==> src/rtl/fetch_queue.sv <==
// Instruction fetch queue: issues sequential word fetches and buffers in-order responses for decode (bypass: FETCH_QUEUE_BYPASS_EN).
// Latency: response to inst_valid is 1 cycle, or 0 cycles with FETCH_QUEUE_BYPASS_EN when the queue is empty.
// Backpressure: requests are held while count + outstanding >= DEPTH; responses are never stalled, and redirect discards in-flight ones.
module fetch_queue #(
  parameter int              XLEN     = 32,
  parameter int              DEPTH    = 4,
  parameter logic [XLEN-1:0] RESET_PC = '0
) (
  input  logic                       clk,
  input  logic                       reset,
  output logic                       imem_req_valid,
  input  logic                       imem_req_ready,
  output logic [XLEN-1:0]            imem_req_addr,
  input  logic                       imem_rsp_valid,
  input  logic [31:0]                imem_rsp_data,
  output logic                       inst_valid,
  input  logic                       inst_ready,
  output logic [31:0]                inst_data,
  output logic [XLEN-1:0]            inst_pc,
  input  logic                       redirect_valid,
  input  logic [XLEN-1:0]            redirect_pc,
  output logic [$clog2(DEPTH+1)-1:0] count
);

  localparam int CW = $clog2(DEPTH+1);
  localparam int PW = $clog2(DEPTH);
  // Stale responses can pile up across repeated redirects, so this is wider than the queue.
  localparam int SW = 16;

  logic [XLEN-1:0] pc_q, pc_d, rsp_pc_q, rsp_pc_d;
  logic [PW-1:0]   head_q, head_d, tail_q, tail_d;
  logic [CW-1:0]   count_q, count_d, outst_q, outst_d;
  logic [SW-1:0]   stale_q, stale_d;
  logic [31:0]     data_q [DEPTH];
  logic [31:0]     data_d [DEPTH];
  logic [XLEN-1:0] epc_q  [DEPTH];
  logic [XLEN-1:0] epc_d  [DEPTH];
  logic [CW:0]     inflight;
  logic            req_fire, rsp_live, push, pop, bypass;

  always_comb begin
    inflight       = {1'b0, count_q} + {1'b0, outst_q};
    imem_req_valid = !reset && !redirect_valid && (inflight < (CW+1)'(DEPTH));
    imem_req_addr  = pc_q;
    req_fire       = imem_req_valid && imem_req_ready;
    // Responses are in order, so only the first non-stale one belongs to rsp_pc_q.
    rsp_live       = imem_rsp_valid && (stale_q == '0) && !redirect_valid && !reset;
`ifdef FETCH_QUEUE_BYPASS_EN
    bypass         = rsp_live && (count_q == '0) && inst_ready;
    inst_valid     = (count_q != '0) || rsp_live;
    inst_data      = (count_q != '0) ? data_q[head_q] : imem_rsp_data;
    inst_pc        = (count_q != '0) ? epc_q[head_q] : rsp_pc_q;
`else
    bypass         = 1'b0;
    inst_valid     = (count_q != '0);
    inst_data      = data_q[head_q];
    inst_pc        = epc_q[head_q];
`endif
    push           = rsp_live && !bypass;
    pop            = inst_ready && (count_q != '0);
    count          = count_q;
  end

  always_comb begin
    pc_d     = req_fire ? pc_q + XLEN'(4) : pc_q;
    rsp_pc_d = rsp_live ? rsp_pc_q + XLEN'(4) : rsp_pc_q;
    head_d   = pop  ? head_q + PW'(1) : head_q;
    tail_d   = push ? tail_q + PW'(1) : tail_q;
    count_d  = count_q + CW'(push) - CW'(pop);
    outst_d  = outst_q + CW'(req_fire) - CW'(rsp_live);
    stale_d  = stale_q - SW'(imem_rsp_valid && (stale_q != '0));
    data_d   = data_q;
    epc_d    = epc_q;
    if (push) begin
      data_d[tail_q] = imem_rsp_data;
      epc_d[tail_q]  = rsp_pc_q;
    end
    // Redirect wins: everything in flight becomes stale, including a response landing now.
    if (redirect_valid) begin
      pc_d     = redirect_pc & ~XLEN'(3);
      rsp_pc_d = redirect_pc & ~XLEN'(3);
      head_d   = '0;
      tail_d   = '0;
      count_d  = '0;
      outst_d  = '0;
      stale_d  = stale_q + SW'(outst_q) - SW'(imem_rsp_valid);
    end
  end

  always_ff @(posedge clk) begin
    if (reset) begin
      pc_q     <= RESET_PC;
      rsp_pc_q <= RESET_PC;
      head_q   <= '0;
      tail_q   <= '0;
      count_q  <= '0;
      outst_q  <= '0;
      stale_q  <= '0;
    end else begin
      pc_q     <= pc_d;
      rsp_pc_q <= rsp_pc_d;
      head_q   <= head_d;
      tail_q   <= tail_d;
      count_q  <= count_d;
      outst_q  <= outst_d;
      stale_q  <= stale_d;
    end
  end

  always_ff @(posedge clk) begin
    data_q <= data_d;
    epc_q  <= epc_d;
  end

endmodule
==> config.mk <==
export PLATFORM = sky130hd
export DESIGN_NAME = fetch_queue
export DESIGN_NICKNAME = d
export VERILOG_FILES = /design/src/rtl/fetch_queue.sv
export SDC_FILE = /design/constraint.sdc
export NUM_CORES = 1
export LEC_CHECK = 0
export ABC_AREA = 1
export CAP_MARGIN = 20
export CORE_MARGIN = 2
export CORE_UTILIZATION = 30
export CTS_BUF_LIST = sky130_fd_sc_hd__clkbuf_8
export CTS_CLUSTER_SIZE = 28
export DETAILED_ROUTE_END_ITERATION = 8
export PLACE_DENSITY = 0.54
export SKIP_CTS_REPAIR_TIMING = 1
export SYNTH_ARGS = -nofsm -noshare
export SYNTH_HDL_FRONTEND = slang
export SYNTH_SLANG_ARGS = --single-unit
==> constraint.sdc <==
create_clock -name clk -period 6.4 [get_ports clk]
set_clock_uncertainty 0.1 [all_clocks]
set_input_delay 1.92 -clock clk [delete_from_list [all_inputs] [get_ports clk]]
set_output_delay 1.92 -clock clk [all_outputs]
set_load 0.03 [all_outputs]
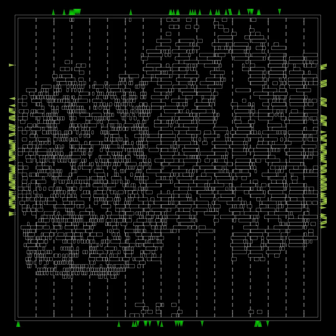
Run 1: cell placement
Row Count: 85
number of filler instances in the final layout: 5485
number of tapcells: 696
flop count: 334
sequential share of cell area: 46.91%

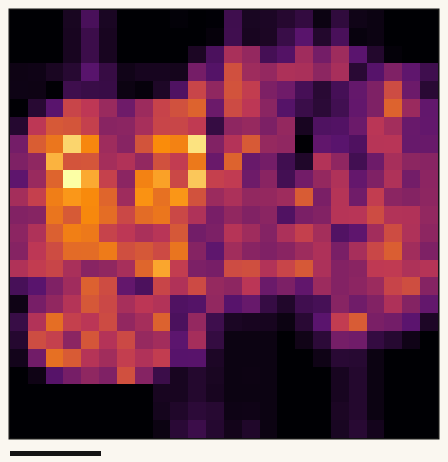
Run 1: signal metal coverage by tile
Bar = 50 microns. 24 x 24 tiles, from black (low) to pale yellow (high), scaled to the fullest tile. Values are wire area over tile area, all layers added.
tiles over half the peak: 20%
densest ninth of the die: west
fullest tile: 0.43
average detailed-routed wire length per instance: 16.67 microns
wirelength, routed: 44.08 mm
total via count in the routed design: 12680

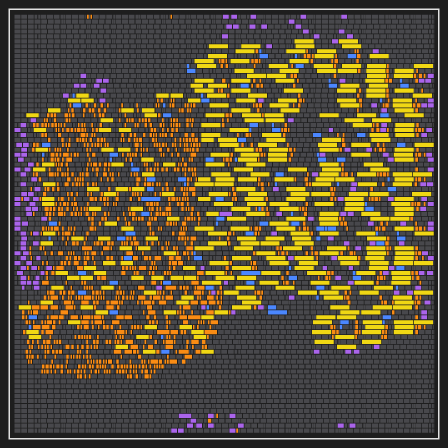
Run 1: placement by cell class
Fill, decap, tap and diode cells in gray.
legend:
  orange:
    class: combinational and other logic
    cells: 1336
  purple:
    class: other buffers and delay cells
    cells: 177
  blue:
    class: clock drivers and dummy loads
    cells: 102
  yellow:
    class: flops
    cells: 334
final core occ: 36.48%
final design area excluding fillers: 19560 sq um
area of the core: 53600 sq um

==> results_dict.tcl, run 1 <==
# yosys + openroad results
set metrics [dict create \
    drt-vias-per-instance 4.793 \
    ys_chip_area_sq_um 16190 \
    clk_transition_reported_paths_ps 60 \
    fin_ws_ps 819.5 \
    grt_pass1_wl_mm 68.72 \
    status "complete, no violations" \
    tritoncts "yes" \
    final_layout_size_suffix_gt1_share_pct 8.004 \
    report.final.setup_viol 0 \
    buffer_ports.inserted 164 \
    final_cell_mix "nand2_1 (275), nor2_1 (251), edfxtp_1 (248)" \
    design.portCount 171 \
    drcViolationCount 0 \
    critical_path.cell_chain "clkinv_2 -> buf_4 -> buf_4 -> o21ai_0 -> o22ai_1 -> clkdlybuf4s50_1" \
    predominant_post_synthesis_flop_cell "edfxtp_1" \
    crit_top_cell "buf_4" \
    setup_tns_ps 0 \
    power.static_leakage_uw 0.007223 \
    timing.critical_path.arrival_ps 3560 \
    die-area_sq_um 55830 \
    relSlewSlack_pct 32.43 \
    slowest_stage_delay_cp_ps 760 \
    grt_util_all_layers_pct 15.57 \
    period_used_pct 87.19 \
    dp.final_hpwl_mm 28.09 \
    number_of_sinks_on_the_clock_net 334 \
    antenna_cells 0 \
    timing.final.max_slew_violations 0 \
    cts-htree-levels 2 \
    vias_in_the_first_global_route 12370 \
    fin_nets 2028 \
    worst_slew_pin_slew_ps 1014 \
    cpLargestDelayFamily "buffers and inverters" \
    critical_path_class "flip-flop to primary output" \
    finalWorstPathRequiredPeriod_ps 5580 \
    syn_inst 1745 \
    antenna_found_initial 0 \
    later_pin_clock_latency_in_the_skew_report_ps 620 \
    fmax_mhz 179.2 \
    sum_of_buffers_and_inverters_on_the_critical_path 4 \
    initial_utilization_pct 30.20 \
    largest_net_degree_at_the_start_of_global_routing 87 \
    ys_async_sr_fraction_pct 0 \
    areaGrowthSynthToFinish_pct 20.83 \
    setup_repair_after_global_routing_missed_its_margin "false" \
    ys_seq_share_pct 56.65 \
    synth-edff-count 248 \
    dieWidth_microns 236.3 \
]
-- run 1: report_power, final --
group | leakage [uW] | internal [uW] | switching [uW]
Sequential | 0.00296 | 2390 | 82.3
Clock | 0.000626 | 967 | 881
Combinational | 0.00364 | 420 | 729
-- run 1: layer usage --
metal	track usage, %	vias up	part of all wire [%]
met2	25.18	340	45
met1	21.45	5968	47
met4	4.450	0	2.3
met3	2.645	64	5.4
met5	0	-	0
li1	-	6306	-
-- run 1: cell families after synthesis --
kind of cell             share of synthesized area (%)
XOR/XNOR                                        0.9740
adder cells (fa/ha/maj)                          4.236
AND/OR/NAND/NOR                                  19.67
AND-OR/OR-AND                                    12.20
flip-flops                                       56.65
buffers and inverters                            6.254
other                                          0.02317
-- run 1: final cells by class --
class                   count  area [sq um]
repair buffers            177          1757
clock inverters            44         277.8
multi-input cells        1169          6046
well taps                 696         870.8
clock buffers              58         798.3
inverters                 167         633.1
fillers                  5485         34050
flip-flops and latches    334          9174
-- run 1: registers in the layout, summed over array words and instances (netlist names) --
| register | cells |
|---|---|
| head_q | 2 |
| outst_q | 3 |
| data_q | 128 |
| rsp_pc_q | 30 |
| count | 3 |
| tail_q | 2 |
| imem_req_addr | 30 |
| epc_q | 120 |
| stale_q | 16 |
-- run 1: metrics by stage --
step / cells / area, sq um
3_3_place_gp: 2543 / 18480
4_1_cts: 2645 / 19560
2_1_floorplan: 1748 / 16200
6_report: 2645 / 19560
5_1_grt: 2645 / 19560
3_5_place_dp: 2543 / 18480
-- run 1: synthesized netlist by cell type, types with 7 or more instances --
cell type / instances / area share, %
a21oi_1: 81 / 2.5
a31oi_1: 11 / 0.43
buf_2: 7 / 0.22
clkbuf_1: 53 / 1.2
dfxtp_1: 86 / 11
edfxtp_1: 248 / 46
ha_1: 50 / 3.9
inv_1: 148 / 3.4
inv_2: 16 / 0.37
nand2_1: 275 / 6.4
nand3_1: 116 / 3.6
nand4_1: 18 / 0.70
nor2_1: 255 / 5.9
nor2_2: 8 / 0.31
nor3_1: 15 / 0.46
o21ai_0: 161 / 5.0
o21ai_1: 28 / 0.87
o21bai_1: 7 / 0.32
o22ai_1: 65 / 2.5
or2_2: 7 / 0.27
xor2_1: 14 / 0.76
-- run 1: worst paths after layout --
kind / startpoint / endpoint / cells past startpoint
worst max register to register: stale_q[10] / outst_q[2] / 15
worst max-delay path: head_q[0] / inst_pc[6] / 6
worst min-delay path: tail_q[1] / tail_q[1] / 2
worst min register to register: tail_q[1] / tail_q[1] / 2
-- run 1: worst min-delay path: cells and delay by family, from the launching register on --
family | cells | cell delay, ps
buf+inv | 1 | 100
flops | 1 | 320
compound gates | 1 | 70
Run 1, a small window of the routed layout:
Bar = 20 microns. Region (34, 34) to (84, 84) microns. Cells in gray, sequential cells in the stronger gray; small squares are vias.
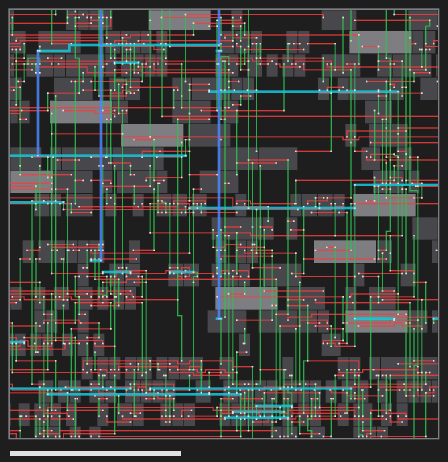

--- run 2 (diff from run 1) ---
Settings changed: GPL_ROUTABILITY_DRIVEN set to 0, HOLD_SLACK_MARGIN set to 0.05.
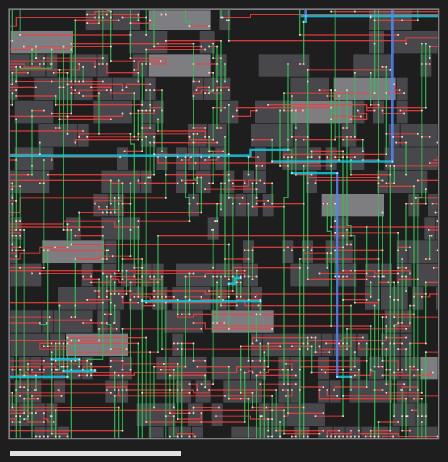
Run 2: a small window of the routed layout
Bar = 20 microns. Region (34, 34) to (84, 84) microns. Cells in gray, sequential cells in the stronger gray; small squares are vias.
legend:
  blue:
    layer: metal 4
  green:
    layer: metal 2
  cyan:
    layer: metal 3
  red:
    layer: metal 1
cells with their middle in the window: 213
netlist names of flops here include: stale_q (8), imem_req_addr (1)
sequential cells in the window: 9
most frequent: nand2_1 (45), inv_1 (41), ha_1 (31)

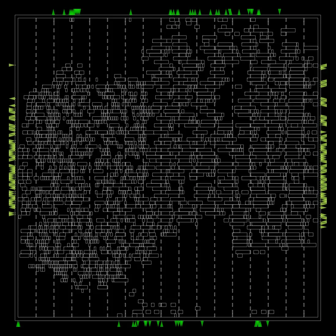
Run 2: cell placement
sequential share of cell area: 46.48%
final core occ: 36.82%
Cell Count, Final, Fillers Out: 2654

==> run 2 against run 1 <==
Against the previous run:
- combinational power about the same
- sequential share of layout area down 0.43 points
- cell area up 0.93%
- first-iteration DRC count down 5.1%
- synthesized cell count unchanged
==> results_dict.tcl, run 2 <==
# yosys + openroad results
set metrics [dict create \
    number_of_sinks_on_the_clock_net 334 \
    clk_transition_reported_paths_ps 60 \
    fp-row-count 85 \
    period_used_pct 89.54 \
    critical_path_class "flip-flop to primary output" \
    highest_routing_layer_actually_used "met4" \
    tritoncts "yes" \
    setup_repair_after_global_routing_missed_its_margin "false" \
    cts-htree-levels 2 \
    largest_net_degree_at_the_start_of_global_routing 72 \
    grt_pass1_wl_mm 68.68 \
    crit_top_cell "buf_4" \
    drt_wl_total_mm 44.32 \
    synth-edff-count 248 \
    timing.critical_path.arrival_ps 3710 \
    logic_area_sq_um 6046 \
    critical_path.cell_chain "clkinv_2 -> buf_4 -> buf_4 -> o21ai_0 -> o22ai_1 -> clkdlybuf4s50_1" \
    die-area_sq_um 55830 \
    dp.final_hpwl_mm 28.22 \
    status "complete, no violations" \
    ys_seq_share_pct 56.65 \
    antenna_cells 0 \
    initial_utilization_pct 30.20 \
    areaGrowthSynthToFinish_pct 21.95 \
    met2RoutedLength_mm 19.98 \
    report.final.setup_viol 0 \
    fin_nets 2031 \
    worst_slew_pin_slew_ps 1029 \
    antenna_found_initial 0 \
    syn_inst 1745 \
    finalWorstPathRequiredPeriod_ps 5730 \
    later_pin_clock_latency_in_the_skew_report_ps 650 \
    yosys.area.top_type "edfxtp_1" \
    power.static_leakage_uw 0.007282 \
    biggestRegsByFlops "data_q (128), epc_q (120)" \
    largest_register_ff_count 128 \
    dieWidth_microns 236.3 \
    cpLargestDelayFamily "buffers and inverters" \
]
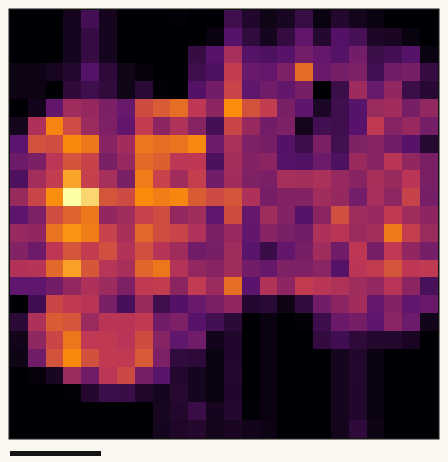
Run 2: signal metal coverage by tile
Bar = 50 microns. 24 x 24 tiles, from black (low) to pale yellow (high), scaled to the fullest tile. Values are wire area over tile area, all layers added.
fullest tile: 0.46
tiles over half the peak: 17%
mean over tiles: 0.13
nearly empty tiles: 17%
emptiest ninth of the die: south-east
densest ninth of the die: west
all-layer global routing usage: 15.57%
average detailed-routed wire length per instance: 16.70 microns

## run 2: cell counts after synthesis
No cell type changed its count.
## run 2: report_power, final
group          internal (uW)  switching (uW)  total, uW  leakage (uW)
clock network           1190             922       2110      0.000687
logic                    419             726       1140       0.00364
registers               2390            81.2       2470       0.00296
total                   4000            1730       5730       0.00728
## run 2: layout make-up
cell class,instances,area share [%]
Timing Repair Buffer,177,8.837
Sequential cell,334,46.48
Tap cell,696,4.412
Clock inverter,49,2.111
Clock buffer,62,4.323
Inverter,167,3.208
Multi-Input combinational cell,1169,30.63
## run 2: cells by family (layout without fill, tap and decap cells)
family | after synthesis | in the layout | share of synthesized area (%)
flops | 334 | 334 | 56.65
compound gates | 365 | 365 | 12.20
fa+ha+maj | 53 | 53 | 4.236
buf+inv | 245 | 455 | 6.254
xor+xnor | 18 | 18 | 0.9740
simple gates | 729 | 729 | 19.67
other cells | 1 | 4 | 0.02317
## run 2: per-stage QoR
step                      cell area (sq um)  hold WS (ps)  power (uW)  cells
after floorplan                       16200         354.8        3331   1748
after global placement                18470         410.5        3638   2543
after detailed placement              18470         438.2        3651   2543
after CTS                             19740         446.8        5791   2654
after global routing                  19740         462.5        6084   2654
final                                 19740         442.5        5726   2654
## run 2: tightest hold or removal path, stage by stage, from the launching register on
cell and delay [ps]:
dfxtp_1 330, inv_1 100, a21oi_1 70
## run 2: metal layers
layer	vias to the layer above	track usage (%)
met5	-	0
met4	0	5.121
met3	76	3.207
met2	341	24.74
met1	6089	21.18
li1	6314	-
## run 2: worst paths after layout
path | startpoint | endpoint | depth (start not counted)
worst max register to register | stale_q[10] | outst_q[2] | 15
worst min register to register | tail_q[1] | tail_q[1] | 2
worst max-delay path | head_q[0] | inst_data[24] | 6
worst min-delay path | tail_q[1] | tail_q[1] | 2
Run 2, sequential cells colored by netlist name:
Other sequential cells in the stronger gray, the rest of the logic in the fainter gray.
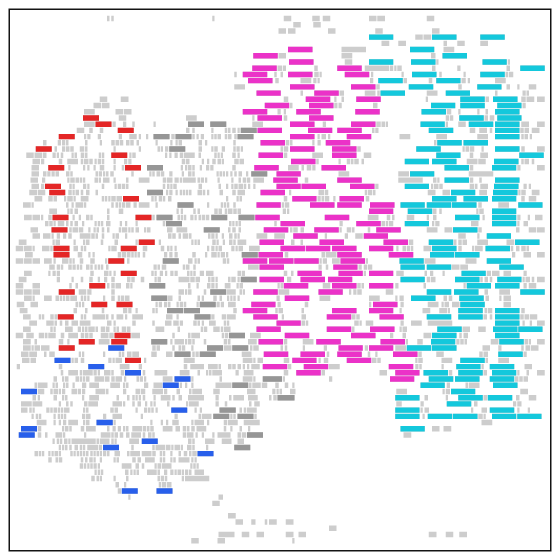

--- run 3 (diff from run 2) ---
Settings changed: CORE_MARGIN 2 to 1.5, CORE_UTILIZATION 30 to 56, PLACE_DENSITY 0.54 to 0.85.
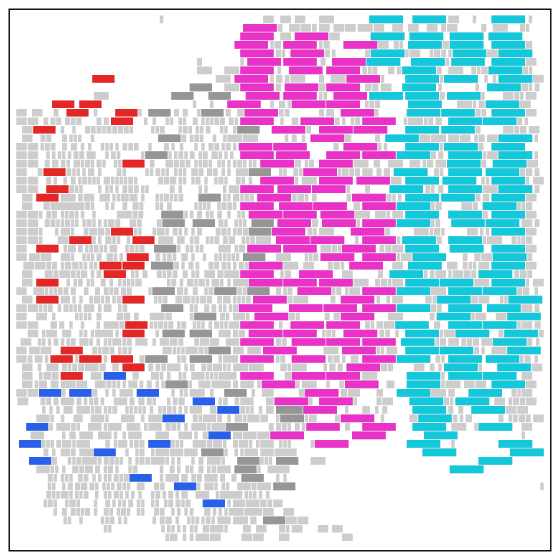
Run 3: sequential cells colored by netlist name
Other sequential cells in the stronger gray, the rest of the logic in the fainter gray.
legend:
  red:
    netlist_name: imem_req_addr
    placed_flops: 30
  blue:
    netlist_name: stale_q
    placed_flops: 16
  magenta:
    netlist_name: epc_q
    placed_flops: 120
  cyan:
    netlist_name: data_q
    placed_flops: 128
    where: a column on the right
not colored: 40
area of all sequential standard cells: 9174 sq um
sequential group power: 2470 uW
final core occ: 66.70%

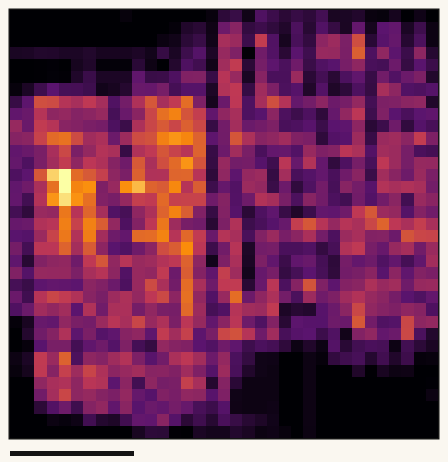
Run 3: signal metal coverage by tile
Bar = 50 microns. 35 x 35 tiles, from black (low) to pale yellow (high), scaled to the fullest tile. Values are wire area over tile area, all layers added.
tiles over half the peak: 12%
mean over tiles: 0.22
nearly empty tiles: 13%
fullest tile: 0.78
densest ninth of the die: west
wirelength, routed: 39.61 mm
total via count in the routed design: 13170
average detailed-routed wire length per instance: 17.06 microns
all-layer global routing usage: 26.07%

==> run 3 against run 2 <==
Against the previous run:
- routed wire length shrank 11%
- die size decreased by 46%
- core utilization increased by 30 points
- global-route usage is 11 points higher
- synthesized cell count stayed put
- largest cell class unchanged
- largest power group unchanged
==> results_dict.tcl, run 3 <==
# yosys + openroad results
set metrics [dict create \
    drcViolationCount 0 \
    number_of_sinks_on_the_clock_net 334 \
    synth-edff-count 248 \
    setup_tns_ps 0 \
    drt-vias-per-instance 5.671 \
    fillCellCount 2155 \
    final_layout_size_suffix_gt1_share_pct 7.792 \
    ys_seq_share_pct 56.65 \
    relSlewSlack_pct 36.80 \
    biggestRegsByFlops "data_q (128), epc_q (120)" \
    clk_transition_reported_paths_ps 60 \
    placed_cells 2232 \
    areaGrowthSynthToFinish_pct 17.65 \
    fin_nets 2025 \
    timing.critical_path.arrival_ps 3470 \
    slowest_stage_delay_cp_ps 790 \
    setup_repair_after_global_routing_missed_its_margin "false" \
    placeableCoreArea_sq_um 28550 \
    report.power.total_uw 5290 \
    max_flop_register "data_q" \
    final_cell_mix "nand2_1 (275), nor2_1 (251), edfxtp_1 (248)" \
    power.static_leakage_uw 0.007165 \
    worst_slew_pin_slew_ps 947.9 \
    yosys.area.top_type "edfxtp_1" \
    die-area_sq_um 29930 \
    ys_async_sr_fraction_pct 0 \
    period_used_pct 85.74 \
    netlist_top_cells_area "edfxtp_1 (46%), dfxtp_1 (11%), nand2_1 (6.4%), nor2_1 (5.9%), o21ai_0 (5.0%)" \
    timing.final.max_slew_violations 0 \
    vias_in_the_first_global_route 12750 \
    fp-row-count 62 \
    yosys.area.top_type_share_pct 46.01 \
    top_count_cell_post_synth "nand2_1" \
    ys_chip_area_sq_um 16190 \
    cts-htree-levels 2 \
    status "complete, no violations" \
    report.final.setup_viol 0 \
    predominant_post_synthesis_flop_cell "edfxtp_1" \
    antenna_found_initial 0 \
    largest_net_degree_at_the_start_of_global_routing 70 \
    dieWidth_microns 173.0 \
    initial_utilization_pct 56.70 \
    design.portCount 171 \
    tritoncts "yes" \
    cpLargestDelayFamily "buffers and inverters" \
    largest_register_ff_count 128 \
    critical_path.cell_chain "clkinv_2 -> buf_4 -> o21ai_0 -> o22ai_1 -> clkdlybuf4s50_1" \
    grt_pass1_wl_mm 63.07 \
    dp.final_hpwl_mm 25.10 \
    fmax_mhz 182.2 \
]
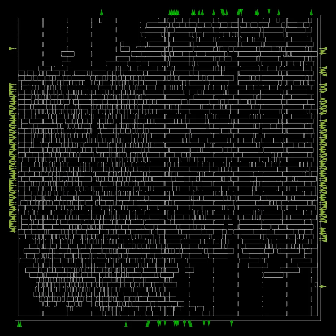
Run 3: cell placement
sequential share of cell area: 48.18%
Cell Count, Final, Fillers Out: 2322

[run 3: layout make-up]
type                            count  share of cell area (%)
Clock inverter                     33                  0.9725
Timing Repair Buffer              178                   9.133
Tap cell                          384                   2.523
Clock buffer                       57                   4.120
Sequential cell                   334                   48.18
Multi-Input combinational cell   1169                   31.75
Inverter                          167                   3.325
[run 3: worst paths after layout]
path / startpoint / endpoint / slack [ps] / cells after the start
max: head_q[0] / inst_pc[2] / 910 / 5
min: rsp_pc_q[29] / epc_q[93] / 450 / 0
max reg2reg: stale_q[11] / outst_q[2] / 3120 / 15
min reg2reg: rsp_pc_q[29] / epc_q[93] / 450 / 0
[run 3: where the power goes]
part / switching (uW) / internal, uW
Clock: 817 / 861
Combinational: 723 / 420
Sequential: 80.0 / 2390
Total: 1620 / 3670
[run 3: metrics by stage]
step                instance area, sq um  setup slack, ps  hold WS (ps)
floorplan                          16200            749.1         354.8
global placement                   18070             1380         412.0
detailed placement                 18070             1293         437.6
CTS                                19040            886.7         446.6
global route                       19040            660.6         464.9
finish                             19040            912.8         452.1
[run 3: worst register-to-register path, delay by kind of cell, from the launching register on]
family / cells / cell delay (ps)
AND-OR/OR-AND: 2 / 260
XOR/XNOR: 1 / 190
adder cells (fa/ha/maj): 4 / 1000
buffers and inverters: 4 / 610
flip-flops: 1 / 320
AND/OR/NAND/NOR: 4 / 690
[run 3: cells by family after synthesis]
group	after synthesis	synth area share, %
simple gates	729	19.67
compound gates	365	12.20
flops	334	56.65
buf+inv	245	6.254
fa+ha+maj	53	4.236
xor+xnor	18	0.9740
other cells	1	0.02317
[run 3: layer usage]
metal,part of all wire [%],up-vias,global-route usage (%),wire length (microns)
met4,2.6,0,9.094,1033
li1,-,6293,-,-
met3,8.1,82,4.595,3213
met5,0,-,0,0
met1,42,6183,34.46,16580
met2,47,610,43.55,18780
Power is estimated from default activity; no workload was simulated.
